### src/rtl/load_store_unit.sv
// Load/store unit: decodes load/store requests and runs one bus access per request.
// It handles lane steering, sign/zero extension, alignment and funct3 faults, and a bus-ack timeout.
module load_store_unit #(
  parameter int unsigned TIMEOUT_CYCLES = 16
) (
  input  logic        clk,
  input  logic        rst,
  input  logic        mem_rd_en,
  input  logic        mem_wr_en,
  input  logic [2:0]  funct3,
  input  logic [31:0] addr,
  input  logic [31:0] wr_data,
  output logic        stall,
  output logic [31:0] rd_data,
  output logic        rd_valid,
  output logic        misaligned,
  output logic        access_fault,
  output logic        bus_req,
  output logic        bus_we,
  output logic [31:0] bus_addr,
  output logic [3:0]  bus_be,
  output logic [31:0] bus_wdata,
  input  logic        bus_ack,
  input  logic [31:0] bus_rdata
);

  localparam int unsigned CW = $clog2(TIMEOUT_CYCLES + 1);

  typedef enum logic [1:0] {IDLE, ACCESS, RESP} state_e;

  state_e      state_q, state_d;
  logic [31:0] addr_q, addr_d;
  logic [31:0] wdata_q, wdata_d;
  logic [31:0] rd_data_q, rd_data_d;
  logic [2:0]  f3_q, f3_d;
  logic        store_q, store_d;
  logic        mis_q, mis_d;
  logic        fault_q, fault_d;
  logic [CW-1:0] cnt_q, cnt_d;

  logic        req, is_load, legal, aligned, accept, timeout;
  logic [31:0] lane_w, load_val;

  // Request decode; a simultaneous read and write is treated as a load.
  always_comb begin
    req     = mem_rd_en | mem_wr_en;
    is_load = mem_rd_en;
    if (is_load) legal = (funct3 != 3'b011) && (funct3[2:1] != 2'b11);
    else         legal = (funct3[2] == 1'b0) && (funct3[1:0] != 2'b11);
    case (funct3[1:0])
      2'b01:   aligned = ~addr[0];
      2'b10:   aligned = (addr[1:0] == 2'b00);
      default: aligned = 1'b1;
    endcase
    accept  = (state_q == IDLE) && req && legal && aligned;
    timeout = (cnt_q == CW'(TIMEOUT_CYCLES - 1));
  end

  always_comb begin
    lane_w = bus_rdata >> {addr_q[1:0], 3'b000};
    case (f3_q)
      3'b000:  load_val = {{24{lane_w[7]}}, lane_w[7:0]};
      3'b100:  load_val = {24'd0, lane_w[7:0]};
      3'b001:  load_val = {{16{lane_w[15]}}, lane_w[15:0]};
      3'b101:  load_val = {16'd0, lane_w[15:0]};
      default: load_val = bus_rdata;
    endcase
  end

  always_ff @(posedge clk) begin
    if (rst) state_q <= IDLE;
    else     state_q <= state_d;
  end

  // An ack in the cycle the counter hits its limit completes normally.
  always_comb begin
    state_d = state_q;
    case (state_q)
      IDLE:    if (accept) state_d = ACCESS;
      ACCESS: begin
        if (bus_ack)      state_d = store_q ? IDLE : RESP;
        else if (timeout) state_d = IDLE;
      end
      RESP:    state_d = IDLE;
      default: state_d = IDLE;
    endcase
  end

  always_comb begin
    addr_d    = addr_q;
    wdata_d   = wdata_q;
    f3_d      = f3_q;
    store_d   = store_q;
    rd_data_d = rd_data_q;
    cnt_d     = cnt_q;
    mis_d     = 1'b0;
    fault_d   = 1'b0;
    case (state_q)
      IDLE: begin
        if (req) begin
          if (!legal)        fault_d = 1'b1;
          else if (!aligned) mis_d   = 1'b1;
          else begin
            addr_d  = addr;
            wdata_d = wr_data;
            f3_d    = funct3;
            store_d = ~is_load;
            cnt_d   = '0;
          end
        end
      end
      ACCESS: begin
        if (bus_ack) begin
          if (!store_q) rd_data_d = load_val;
        end else begin
          cnt_d = cnt_q + CW'(1);
          if (timeout) fault_d = 1'b1;
        end
      end
      default: ;
    endcase
  end

  always_ff @(posedge clk) begin
    if (rst) begin
      addr_q    <= '0;
      wdata_q   <= '0;
      f3_q      <= '0;
      store_q   <= 1'b0;
      rd_data_q <= '0;
      cnt_q     <= '0;
      mis_q     <= 1'b0;
      fault_q   <= 1'b0;
    end else begin
      addr_q    <= addr_d;
      wdata_q   <= wdata_d;
      f3_q      <= f3_d;
      store_q   <= store_d;
      rd_data_q <= rd_data_d;
      cnt_q     <= cnt_d;
      mis_q     <= mis_d;
      fault_q   <= fault_d;
    end
  end

  always_comb begin
    bus_req      = (state_q == ACCESS);
    bus_we       = bus_req && store_q;
    bus_addr     = bus_req ? {addr_q[31:2], 2'b00} : '0;
    bus_be       = '0;
    bus_wdata    = '0;
    if (bus_req) begin
      bus_be = '1;
      if (store_q) begin
        case (f3_q[1:0])
          2'b00: begin
            bus_be    = 4'b0001 << addr_q[1:0];
            bus_wdata = {4{wdata_q[7:0]}};
          end
          2'b01: begin
            bus_be    = 4'b0011 << {addr_q[1], 1'b0};
            bus_wdata = {2{wdata_q[15:0]}};
          end
          default: bus_wdata = wdata_q;
        endcase
      end
    end
    stall        = accept || (state_q == ACCESS);
    rd_valid     = (state_q == RESP);
    rd_data      = rd_data_q;
    misaligned   = mis_q;
    access_fault = fault_q;
  end

endmodule

### config.mk
export PLATFORM = sky130hd
export DESIGN_NAME = load_store_unit
export DESIGN_NICKNAME = d
export VERILOG_FILES = /design/src/rtl/load_store_unit.sv
export SDC_FILE = /design/constraint.sdc
export NUM_CORES = 1
export LEC_CHECK = 0
export ABC_CLOCK_PERIOD_IN_PS = 1700
export CELL_PAD_IN_SITES_DETAIL_PLACEMENT = 1
export CELL_PAD_IN_SITES_GLOBAL_PLACEMENT = 1
export CORE_AREA = 2 2 151 153
export CTS_CLUSTER_DIAMETER = 40
export DETAILED_ROUTE_END_ITERATION = 8
export DIE_AREA = 0 0 153 155
export PLACE_DENSITY = 0.67
export SYNTH_ARGS = -nofsm -noshare
export SYNTH_HDL_FRONTEND = slang
export SYNTH_SLANG_ARGS = --single-unit
### constraint.sdc
create_clock -name clk -period 1.7 [get_ports clk]
set_input_delay 0.17 -clock clk [delete_from_list [all_inputs] [get_ports clk]]
set_output_delay 0.17 -clock clk [all_outputs]
set_load 0.05 [all_outputs]
**Run 1: supply network**

The bar under the picture is 50 um long. Pins as bars on the die edge. Tap cells in grey.
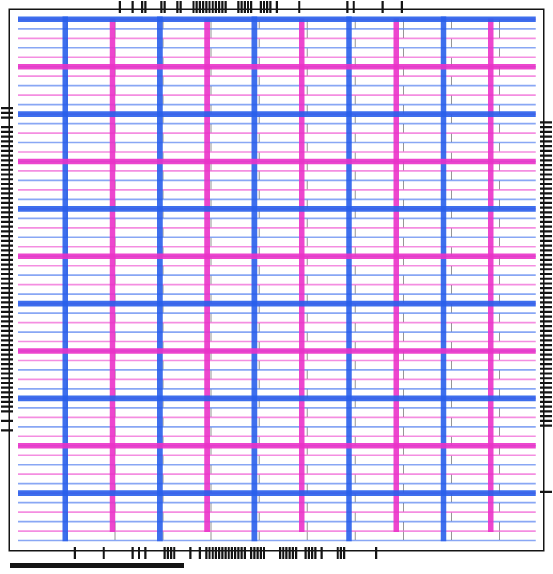
| colour | net |
|---|---|
| magenta | VDD |
| blue | VSS |
met1 rails: 56
rows: 55
tap cells: 285
met4 straps: 10

**Run 1: wires at chosen ports, followed through buffers**

The bar under the picture is 50 um long.
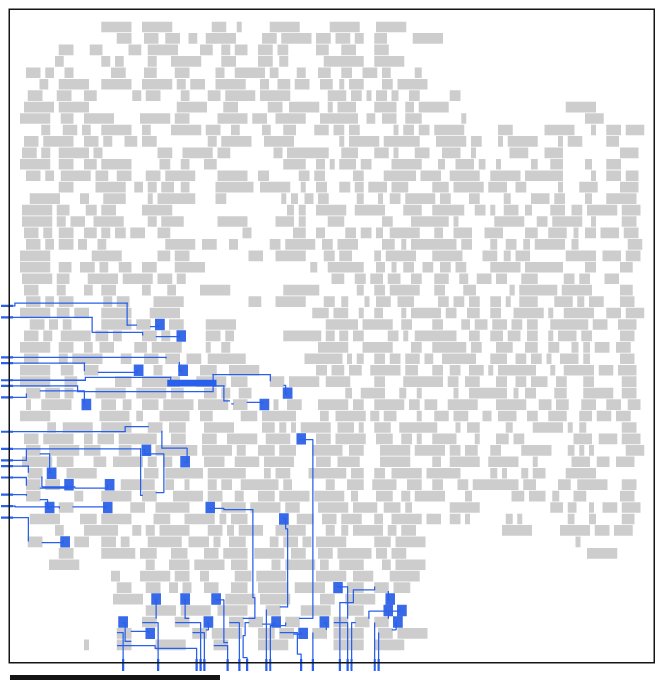
| colour | port | bits | direction | edge | end cells | buffers | wire |
|---|---|---|---|---|---|---|---|
| blue | wr_data | 32 | input | 17 bottom, 15 left | 32 | 32 | 881 um |

==> flow_summary.ini, run 1 <==
; flow metrics
[outcome]
status = finished with violations
violations = negative setup slack

[synthesis]
ys_warn_count = 0
yosysMostFrequentCell = nand2b_1
ys_seq_frac = 0.358
yosys-top-cells-count = nand2b_1, dfxtp_1, mux2i_1, nor2_1, a21oi_1
area_leaders = dfxtp_1, mux2i_1, nand2b_1
ys_cells = 705
synth_cell_types = 51

[clock_network]
post_cts_resized = 113
htree_levels = 3
post_cts_buffers = 8
cts_tree = yes

[pwr]
clkPwrFrac = 0.317
intPower_mw = 5.08

[sta]
setup_viol = 53
fin_ws_ns = -0.103

[final_layout]
final_nets = 1063
syn_to_final_growth_pct = 85.1

[worst_setup_path]
crit_chain = nand2b_4, inv_8, buf_12, buf_12, buf_8, and2_4, buf_12
cp-start-kind = register
cp.depth = 7

[drt]
drt_iter0_markers = 158
dr.pass1.iters = 6

[grt]
antenna_found_initial = 2
grt-ovfl-total = 0

[die]
fp_util = 0.274
die_h_um = 155
**Run 1: routed metal per tile**

The die is cut into 31 by 31 equal tiles; dark blue is low, red is high, scaled to the fullest tile. Values are wire area over tile area, all layers added.
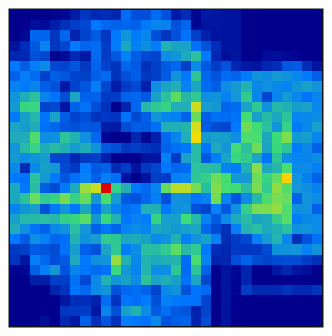
nearly empty tiles: 13%
tiles over half the peak: 5.4%
mean over tiles: 0.16

-- run 1: per-layer routing --
layer  vias to the layer above  GRT usage  share of wire
met5                         -          0        0.00042
met4                         2     0.0370          0.014
met3                        23     0.0699          0.075
met2                       171      0.311           0.48
met1                      2917      0.230           0.43
li1                       2925          -              -
-- run 1: layout make-up --
cell class,count,area (um^2),share of cell area
multi-input combinational,520,4330,0.384
timing repair buffer,303,4020,0.356
tap,285,357,0.0316
clock inverter,6,86.3,0.00766
inverter,11,48.8,0.00433
sequential,109,2200,0.195
antenna,2,5.00,0.000444
clock buffer,10,229,0.0203
-- run 1: logic make-up after synthesis --
group	after synthesis	share of synthesized area
fa+ha+maj	5	0.0103
flops	109	0.358
mux	91	0.154
compound gates	141	0.159
simple gates	281	0.260
other cells	1	0.000616
buf+inv	77	0.0579
**Run 1: placed standard cells**

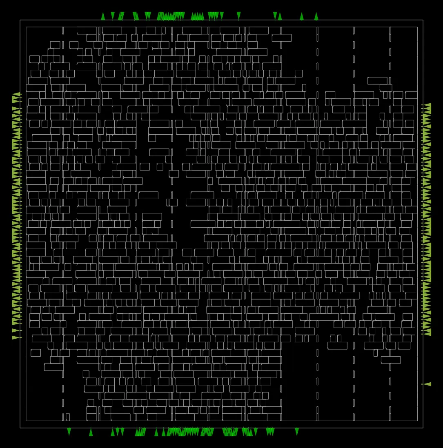

==> run 1 -> run 2 <==
--- a/config.mk
+++ b/config.mk
@@ -12,7 +12,8 @@
 export CTS_CLUSTER_DIAMETER = 40
 export DETAILED_ROUTE_END_ITERATION = 8
 export DIE_AREA = 0 0 153 155
-export PLACE_DENSITY = 0.67
+export DONT_BUFFER_PORTS = 1
+export PLACE_DENSITY = 0.5
 export SYNTH_ARGS = -nofsm -noshare
 export SYNTH_HDL_FRONTEND = slang
 export SYNTH_SLANG_ARGS = --single-unit
**Run 2: placed standard cells**

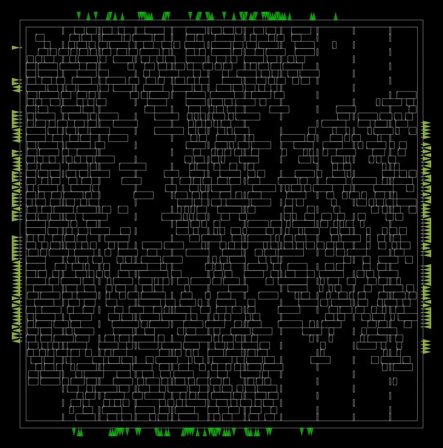
core area: 22,200 um^2
Final Non-Filler Cells: 1,196
flop share of the area: 0.211

**Run 2: supply network**

The bar under the picture is 50 um long. Pins as bars on the die edge. Tap cells in grey.
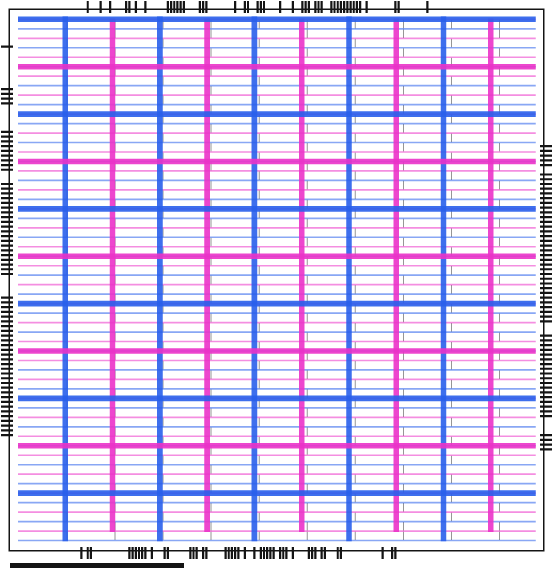
| colour | net |
|---|---|
| magenta | VDD |
| blue | VSS |
tap cells: 285
met4 straps: 10
met1 rails: 56
met5 straps: 11

==> run 2 against run 1 <==
  * The run still ends with negative setup slack left
  * Utilization decreased by 3.8 points
  * Clock skew rose by 0.00073 ns
  * Worst setup slack worse by 0.057 ns
  * Combinational power decreased by 13%
  * Synthesized cell count did not move
  * Global-route usage up 1.6 points
  * Area after synthesis unchanged
==> flow_summary.ini, run 2 <==
; flow metrics
[outcome]
status = finished with violations
violations = negative setup slack

[synthesis]
yosys-top-cells-count = nand2b_1, dfxtp_1, mux2i_1, nor2_1, a21oi_1
ys_cells = 705
top_cell_area_share = 0.358
ys_seq_frac = 0.358
area_leaders = dfxtp_1, mux2i_1, nand2b_1
ys_sh_aoi = 0.159
yosysMostFrequentCell = nand2b_1
ys_sh_simple = 0.260
xor_share = 0
synth_cell_types = 51
synthTopLogicFamily = simple AND/OR/NAND/NOR gates
ys_warn_count = 0
ys_sh_mux = 0.154

[sta]
period_needed_ns = 1.86
fin_ws_ns = -0.160
setup_viol = 47

[grt]
met2_usage = 0.355
met3_usage = 0.0577
busiest_layer = met2
antenna_found_initial = 0
met1_usage = 0.239
grt-ovfl-total = 0

[pwr]
p_seq_mw = 2.86
leakage_nw = 3.80
clkPwrFrac = 0.339
intPower_mw = 5.04

[die]
die_h_um = 155
fp_util = 0.274

[worst_setup_path]
cp.depth = 7
crit_chain = buf_12, buf_12, mux2i_4, nor2_2, a21oi_2, nor2_2, buf_6
arrival_ns = 1.69

[final_layout]
diodes = 0
drive_above_1_share = 0.352
syn_to_final_growth_pct = 71.2

[clock_network]
htree_levels = 3
post_cts_buffers = 9
cts_tree = yes
post_cts_resized = 127
worstSkewPairLatency_ns = 0.36

[drt]
dr.pass1.iters = 4
met1_length_mm = 10.3
highest_layer = met4
wl_met3_mm = 1.71
drt_iter0_markers = 118
==> run 2: cell type report <==
| cell class | count | area [um^2] |
|---|---|---|
| fillers | 2404 | 11800 |
| multi-input cells | 520 | 4180 |
| repair buffers | 256 | 3300 |
| flip-flops and latches | 109 | 2200 |
| well taps | 285 | 357 |
| clock buffers | 10 | 229 |
| clock inverters | 5 | 100 |
| inverters | 11 | 60.1 |
==> run 2: stage by stage <==
step	power (mW)	setup slack, ns	instance area, um^2
global placement	4.15	0.0642	7970
global route	7.49	-0.208	10400
floorplan	3.80	-0.260	6210
finish	7.19	-0.160	10400
detailed placement	4.19	-0.0200	7970
CTS	7.05	-0.131	9860
**Run 2: routed metal per tile**

The die is cut into 31 by 31 equal tiles; dark blue is low, red is high, scaled to the fullest tile. Values are wire area over tile area, all layers added.
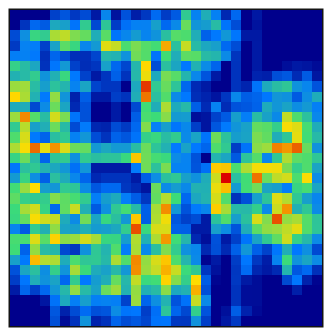

==> run 2 -> run 3 <==
--- a/config.mk
+++ b/config.mk
@@ -8,10 +8,11 @@
 export ABC_CLOCK_PERIOD_IN_PS = 1700
 export CELL_PAD_IN_SITES_DETAIL_PLACEMENT = 1
 export CELL_PAD_IN_SITES_GLOBAL_PLACEMENT = 1
-export CORE_AREA = 2 2 151 153
+export CORE_AREA = 2 2 128 180
 export CTS_CLUSTER_DIAMETER = 40
+export CTS_CLUSTER_SIZE = 30
 export DETAILED_ROUTE_END_ITERATION = 8
-export DIE_AREA = 0 0 153 155
+export DIE_AREA = 0 0 130 182
 export DONT_BUFFER_PORTS = 1
 export PLACE_DENSITY = 0.5
 export SYNTH_ARGS = -nofsm -noshare
**Run 3: routed metal per tile**

The die is cut into 26 by 36 equal tiles; dark blue is low, red is high, scaled to the fullest tile. Values are wire area over tile area, all layers added.
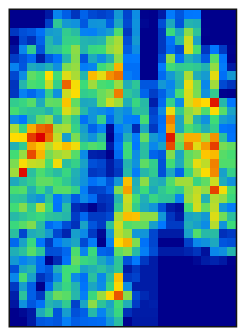
mean over tiles: 0.16
tiles over half the peak: 24%
fullest tile: 0.48
emptiest ninth of the die: bottom right
nearly empty tiles: 14%

==> run 3 against run 2 <==
  * Die size is 0.23% lower
  * Largest cell class unchanged
  * First-iteration DRC count increased by 84%
  * Worst setup slack gained 0.087 ns
  * The flow still finishes with violations (negative setup slack)
  * Highest routed layer unchanged
  * Wire length down 5.0%
==> flow_summary.ini, run 3 <==
; flow metrics
[outcome]
status = finished with violations
violations = negative setup slack

[drt]
met1_length_mm = 8.95
drt_iter0_markers = 217
wl_met3_mm = 1.58
dr.pass1.iters = 4

[synthesis]
ys_seq_frac = 0.358
ys_sh_simple = 0.260
yosys-top-cells-count = nand2b_1, dfxtp_1, mux2i_1, nor2_1, a21oi_1
ys_cells = 705
yosysMostFrequentCell = nand2b_1
ys_warn_count = 0
ys_sh_mux = 0.154
synthTopLogicFamily = simple AND/OR/NAND/NOR gates

[final_layout]
buffers_excl_clock = 226
area.combinational_um2 = 4030
diodes = 1
finalInstanceArea_um2 = 9780
inv_count = 11
seqCellArea_um2 = 2200
biggestCellCategory = logic gates
drive_above_1_share = 0.291

[sta]
fin_ws_ns = -0.0725
period_needed_ns = 1.77
setup_viol = 13

[worst_setup_path]
cp.depth = 6
arrival_ns = 1.60

[clock_network]
htree_levels = 3
worstSkewPairLatency_ns = 0.36
cts_tree = yes
post_cts_buffers = 4

[die]
fp_util = 0.274
tapCellCount = 301

[grt]
met3_usage = 0.0566
met2_usage = 0.374
grt-ovfl-total = 0
busiest_layer = met2

[placement]
placedInstanceArea_um2 = 7920

[pwr]
leakage_nw = 3.50
intPower_mw = 4.45
clkPwrFrac = 0.316
p_seq_mw = 2.85
**Run 3: wires at chosen ports, followed through buffers**

The bar under the picture is 50 um long.
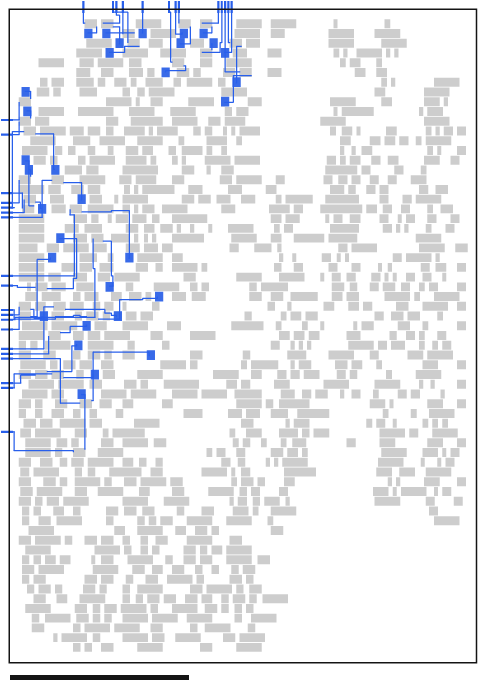
| colour | port | bits | direction | edge | end cells | buffers | wire |
|---|---|---|---|---|---|---|---|
| blue | wr_data | 32 | input | 19 left, 13 top | 32 | 29 | 808 um |

## run 3: cell counts after synthesis
Identical to the previous run, type by type.
## run 3: path summary, 6_finish.rpt
kind                   end  slack, ns
max          bus_wdata[28]      -0.07
min                f3_q[1]      0.004
max reg2reg    rd_data[16]       0.03
min reg2reg      addr_q[9]       0.47
## run 3: metrics by stage
stage / power, mW / utilization / setup WS, ns / hold slack, ns
final: 6.56 / 0.441 / -0.0725 / 0.00446
after global routing: 6.87 / 0.441 / -0.125 / 0.0123
after CTS: 6.57 / 0.430 / -0.0792 / 0.0000403
after detailed placement: 4.16 / 0.356 / 0.0563 / 0.255
after global placement: 4.12 / 0.356 / 0.122 / 0.253
after floorplan: 3.80 / - / -0.260 / 0.279

==> gallery <==
Placed cells, one colour a class.
Fill, decap, tap and diode cells in grey.
image #1
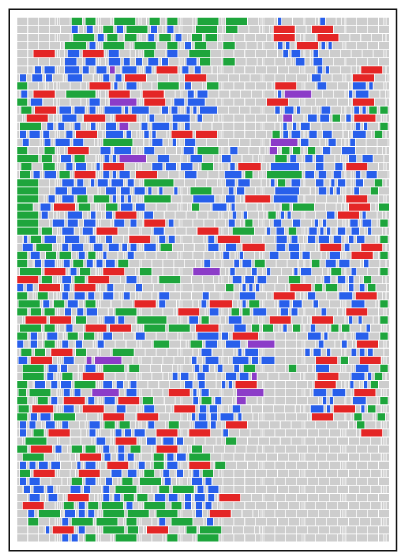
image #2
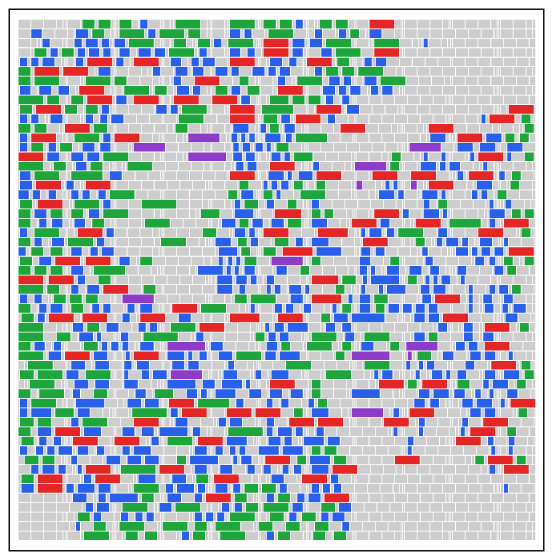
For run 3, see image #1.
For run 2, see image #2.

Key to image #1:
| colour | class | cells | share of their area |
|---|---|---|---|
| purple | clock drivers and dummy loads | 16 | 2.9% |
| green | other buffers and delay cells | 226 | 30% |
| red | flops | 109 | 23% |
| blue | combinational and other logic | 531 | 43% |

Power figures rest on the tool's default switching activity, not on a simulated workload.
